<file path="config.mk">
export PLATFORM = sky130hd
export DESIGN_NAME = pc_sequencer
export DESIGN_NICKNAME = d
export VERILOG_FILES = /design/src/rtl/pc_sequencer.sv
export SDC_FILE = /design/constraint.sdc
export NUM_CORES = 1
export LEC_CHECK = 0
export CAP_MARGIN = 5
export CORE_MARGIN = 10
export CORE_UTILIZATION = 53
export CTS_CLUSTER_SIZE = 8
export DETAILED_ROUTE_END_ITERATION = 10
export PLACE_DENSITY = 0.82
export SLEW_MARGIN = 20
export SYNTH_ARGS = -nofsm -noshare
export SYNTH_HDL_FRONTEND = slang
export SYNTH_SLANG_ARGS = --single-unit
</file>
<file path="constraint.sdc">
create_clock -name clock -period 3.3 [get_ports clock]
set_input_delay 0.66 -clock clock [delete_from_list [all_inputs] [get_ports clock]]
set_output_delay 0.66 -clock clock [all_outputs]
set_load 0.005 [all_outputs]
</file>
<file path="src/rtl/pc_sequencer.sv">
// Multi-cycle PC sequencer: FETCH, EXEC, optional MEM, UPDATE.
// Owns the program counter and handshakes with instruction/data memory.
module pc_sequencer #(
   parameter logic [31:0] RESET_PC = 32'h0000_0000,
   parameter int          PC_STEP  = 4,
   parameter int          TIMEOUT  = 16
) (
   input  logic        clock,
   input  logic        reset,
   input  logic        start,
   input  logic        imem_ready,
   input  logic        dmem_ready,
   input  logic        halt_instr,
   input  logic        mem_op,
   input  logic        branch_taken,
   input  logic [31:0] branch_offset,
   input  logic        jump,
   input  logic [31:0] jump_target,
   input  logic        jump_reg,
   input  logic [31:0] reg_target,
   output logic [31:0] pc,
   output logic [31:0] pc_next,
   output logic        pc_write,
   output logic        imem_req,
   output logic        dmem_req,
   output logic        exec_en,
   output logic [2:0]  state,
   output logic        halted,
   output logic        fault
);

   localparam int CW = (TIMEOUT > 2) ? $clog2(TIMEOUT) : 1;
   localparam logic [CW-1:0] CNT_LAST = CW'(TIMEOUT - 1);

   typedef enum logic [2:0] {
      S_IDLE   = 3'd0,
      S_FETCH  = 3'd1,
      S_EXEC   = 3'd2,
      S_MEM    = 3'd3,
      S_UPDATE = 3'd4,
      S_HALT   = 3'd5,
      S_FAULT  = 3'd6
   } state_t;

   state_t          r_state;
   logic [31:0]     r_pc;
   logic [CW-1:0]   r_cnt;
   logic            r_pc_write;
   logic            r_imem_req;
   logic            r_dmem_req;
   logic            r_exec_en;
   logic            r_halted;
   logic            r_fault;
   logic            r_jr;
   logic            r_j;
   logic            r_bt;
   logic [31:0]     r_off;
   logic [31:0]     r_jt;
   logic [31:0]     r_rt;
   logic [31:0]     w_pc_next;
   logic [31:0]     w_exec_next;

   function automatic logic [31:0] f_sel(
      input logic        jr,
      input logic        j,
      input logic        bt,
      input logic [31:0] off,
      input logic [31:0] jt,
      input logic [31:0] rt,
      input logic [31:0] cur
   );
      if (jr)      return rt;
      else if (j)  return jt;
      else if (bt) return cur + off;
      else         return cur + 32'(PC_STEP);
   endfunction

   assign w_pc_next   = f_sel(r_jr, r_j, r_bt, r_off, r_jt, r_rt, r_pc);
   // Same selection on live decode, so pc_write can be registered on UPDATE entry
   assign w_exec_next = f_sel(jump_reg, jump, branch_taken, branch_offset,
                              jump_target, reg_target, r_pc);

   always_ff @(posedge clock or negedge reset) begin
      if (!reset) begin
         r_state    <= S_IDLE;
         r_pc       <= RESET_PC;
         r_cnt      <= '0;
         r_pc_write <= 1'b0;
         r_imem_req <= 1'b0;
         r_dmem_req <= 1'b0;
         r_exec_en  <= 1'b0;
         r_halted   <= 1'b0;
         r_fault    <= 1'b0;
         r_jr       <= 1'b0;
         r_j        <= 1'b0;
         r_bt       <= 1'b0;
         r_off      <= '0;
         r_jt       <= '0;
         r_rt       <= '0;
      end else begin
         r_pc_write <= 1'b0;
         r_imem_req <= 1'b0;
         r_dmem_req <= 1'b0;
         r_exec_en  <= 1'b0;
         case (r_state)
            S_IDLE: begin
               if (start) begin
                  r_state    <= S_FETCH;
                  r_imem_req <= 1'b1;
                  r_cnt      <= '0;
               end
            end
            S_FETCH: begin
               if (imem_ready) begin
                  r_state   <= S_EXEC;
                  r_exec_en <= 1'b1;
                  r_cnt     <= '0;
               end else if (r_cnt == CNT_LAST) begin
                  r_state <= S_FAULT;
                  r_fault <= 1'b1;
               end else begin
                  r_cnt      <= r_cnt + CW'(1);
                  r_imem_req <= 1'b1;
               end
            end
            S_EXEC: begin
               r_jr  <= jump_reg;
               r_j   <= jump;
               r_bt  <= branch_taken;
               r_off <= branch_offset;
               r_jt  <= jump_target;
               r_rt  <= reg_target;
               r_cnt <= '0;
               if (halt_instr) begin
                  r_state  <= S_HALT;
                  r_halted <= 1'b1;
               end else if (mem_op) begin
                  r_state    <= S_MEM;
                  r_dmem_req <= 1'b1;
               end else begin
                  r_state    <= S_UPDATE;
                  r_pc_write <= (w_exec_next[1:0] == 2'b00);
               end
            end
            S_MEM: begin
               if (dmem_ready) begin
                  r_state    <= S_UPDATE;
                  r_pc_write <= (w_pc_next[1:0] == 2'b00);
                  r_cnt      <= '0;
               end else if (r_cnt == CNT_LAST) begin
                  r_state <= S_FAULT;
                  r_fault <= 1'b1;
               end else begin
                  r_cnt      <= r_cnt + CW'(1);
                  r_dmem_req <= 1'b1;
               end
            end
            S_UPDATE: begin
               if (w_pc_next[1:0] != 2'b00) begin
                  r_state <= S_FAULT;
                  r_fault <= 1'b1;
               end else begin
                  r_pc       <= w_pc_next;
                  r_state    <= S_FETCH;
                  r_imem_req <= 1'b1;
                  r_cnt      <= '0;
               end
            end
            S_HALT:  r_halted <= 1'b1;
            S_FAULT: r_fault  <= 1'b1;
            default: r_state  <= S_IDLE;
         endcase
      end
   end

   assign pc       = r_pc;
   assign pc_next  = w_pc_next;
   assign pc_write = r_pc_write;
   assign imem_req = r_imem_req;
   assign dmem_req = r_dmem_req;
   assign exec_en  = r_exec_en;
   assign state    = r_state;
   assign halted   = r_halted;
   assign fault    = r_fault;

endmodule

</file>
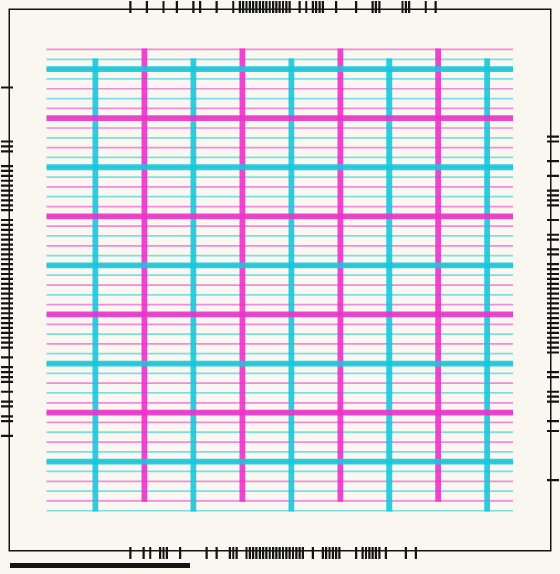
*Power grid*
The bar under the picture is 50 um long. Pins as bars on the die edge.
legend:
  magenta:
    net: VDD
  cyan:
    net: VSS
rows: 47
signal pins: 179
met4 straps: 9
met1 rails: 48

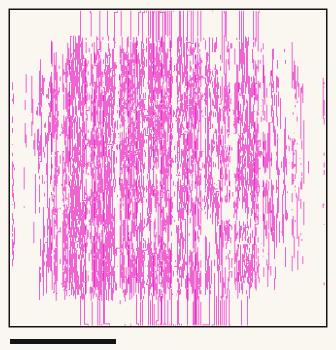
*Signal wires on met2*
The bar under the picture is 50 um long.
main direction: vertical
wire length on this layer: 17000 um
nets with wire on the layer: 1316
share of all routed wire: 47%
longest straight run: 43.9 um

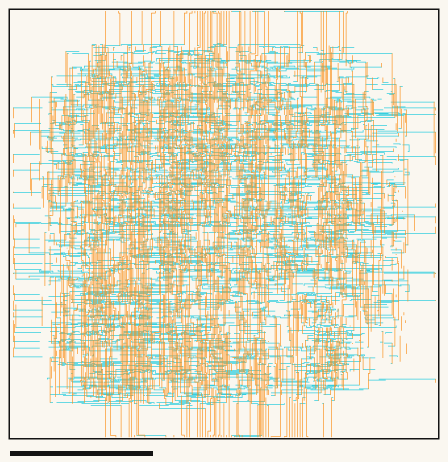
*Routed metal, one color a layer*
The bar under the picture is 50 um long. Only two layers are drawn.
legend:
  orange:
    layer: met2
    wire_length: 17000 um
  cyan:
    layer: met1
    wire_length: 13500 um

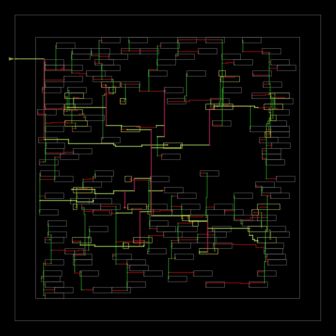
*Clock wiring as the flow saved it*
CTS Sinks: 144
clock latency on the worst-skew pair: 0.45 ns
clock buf count: 18

==> impl_metrics.json <==
{
  "synthTopCellsByCount": "144 x dfrtp_1, 114 x mux2_2, 90 x nand2_1",
  "cts_root_buf": "clkbuf_16",
  "syn-cell-area_sq_um": 8910,
  "combGateArea_sq_um": 5910,
  "crit_top_cell": "buf_6",
  "end_kind": "output port",
  "clock_area_share_pct": 4.27,
  "setup_violations": 29,
  "wl_um": 36500,
  "dr.first_iter.drc_count": 1020,
  "comb_cell_power_mw": 12.4,
  "cp.depth": 12,
  "die_height_um": 150,
  "area_delta_synth_final_pct": 56.7,
  "top_power_group": "combinational logic",
  "cts_tree": "done",
  "dp.cells": 1426,
  "crit_end": "pc_next[17]",
  "xor_share_pct": 4.42,
  "rr_endpoint": "pc[28]",
  "grt_usage_pct": 28.2,
  "hpwl_um": 21000,
  "n_all_buffers": 404,
  "internal_power_mw": 9.93,
  "fillers": 801,
  "h-tree-depth": 4,
  "worstPathArrival_ns": 3.36,
  "warning_count": 29,
  "synthesis.nets": 1058,
  "grt_pass1_wl_um": 50200,
  "skew_ns": 0.0112,
  "nNonClkInverters": 21,
  "boundaryPins": 179,
  "nNetsFinal": 1434,
  "aoi_share_pct": 17.4,
  "drc": 0,
  "powerClk_mw": 2.01,
  "power_frac_seq_pct": 19.0,
  "fin_ws_ns": -0.721,
  "flops": 144,
  "cp_num_buf_inv": 3,
  "violations": "setup timing",
  "cts_hold_buf": 0,
  "synth.area.top_cells": "dfrtp_1 40%, mux2_2 14%, ha_1 5.1%",
  "vdd_drop_max_mv": 0.673,
  "rows": 47,
  "status": "finished, violations left",
  "drive_gt1_share_pct": 40.8,
  "yosys.area.top_type": "dfrtp_1",
  "startpoint": "r_off[9]",
  "core_area_sq_um": 16500,
  "cp.required_ns": 2.64,
  "largest_class": "combinational gates"
}
-- layer usage --
metal | up-vias | track usage, % | wire length [um] | share of wire, %
li1 | 4102 | - | - | -
met1 | 4651 | 34.1 | 13500 | 37
met2 | 729 | 46.3 | 17000 | 47
met3 | 229 | 7.58 | 3640 | 10
met4 | 0 | 12.8 | 2320 | 6.4
met5 | - | 0 | 0 | 0
-- sequential cells by signal (all words and copies together), names as in the netlist --
register,flops
pc,32
r_jt,32
r_off,32
r_rt,32
r_cnt,4
state,3
dmem_req,1
exec_en,1
fault,1
halted,1
imem_req,1
pc_write,1
r_bt,1
r_j,1
r_jr,1
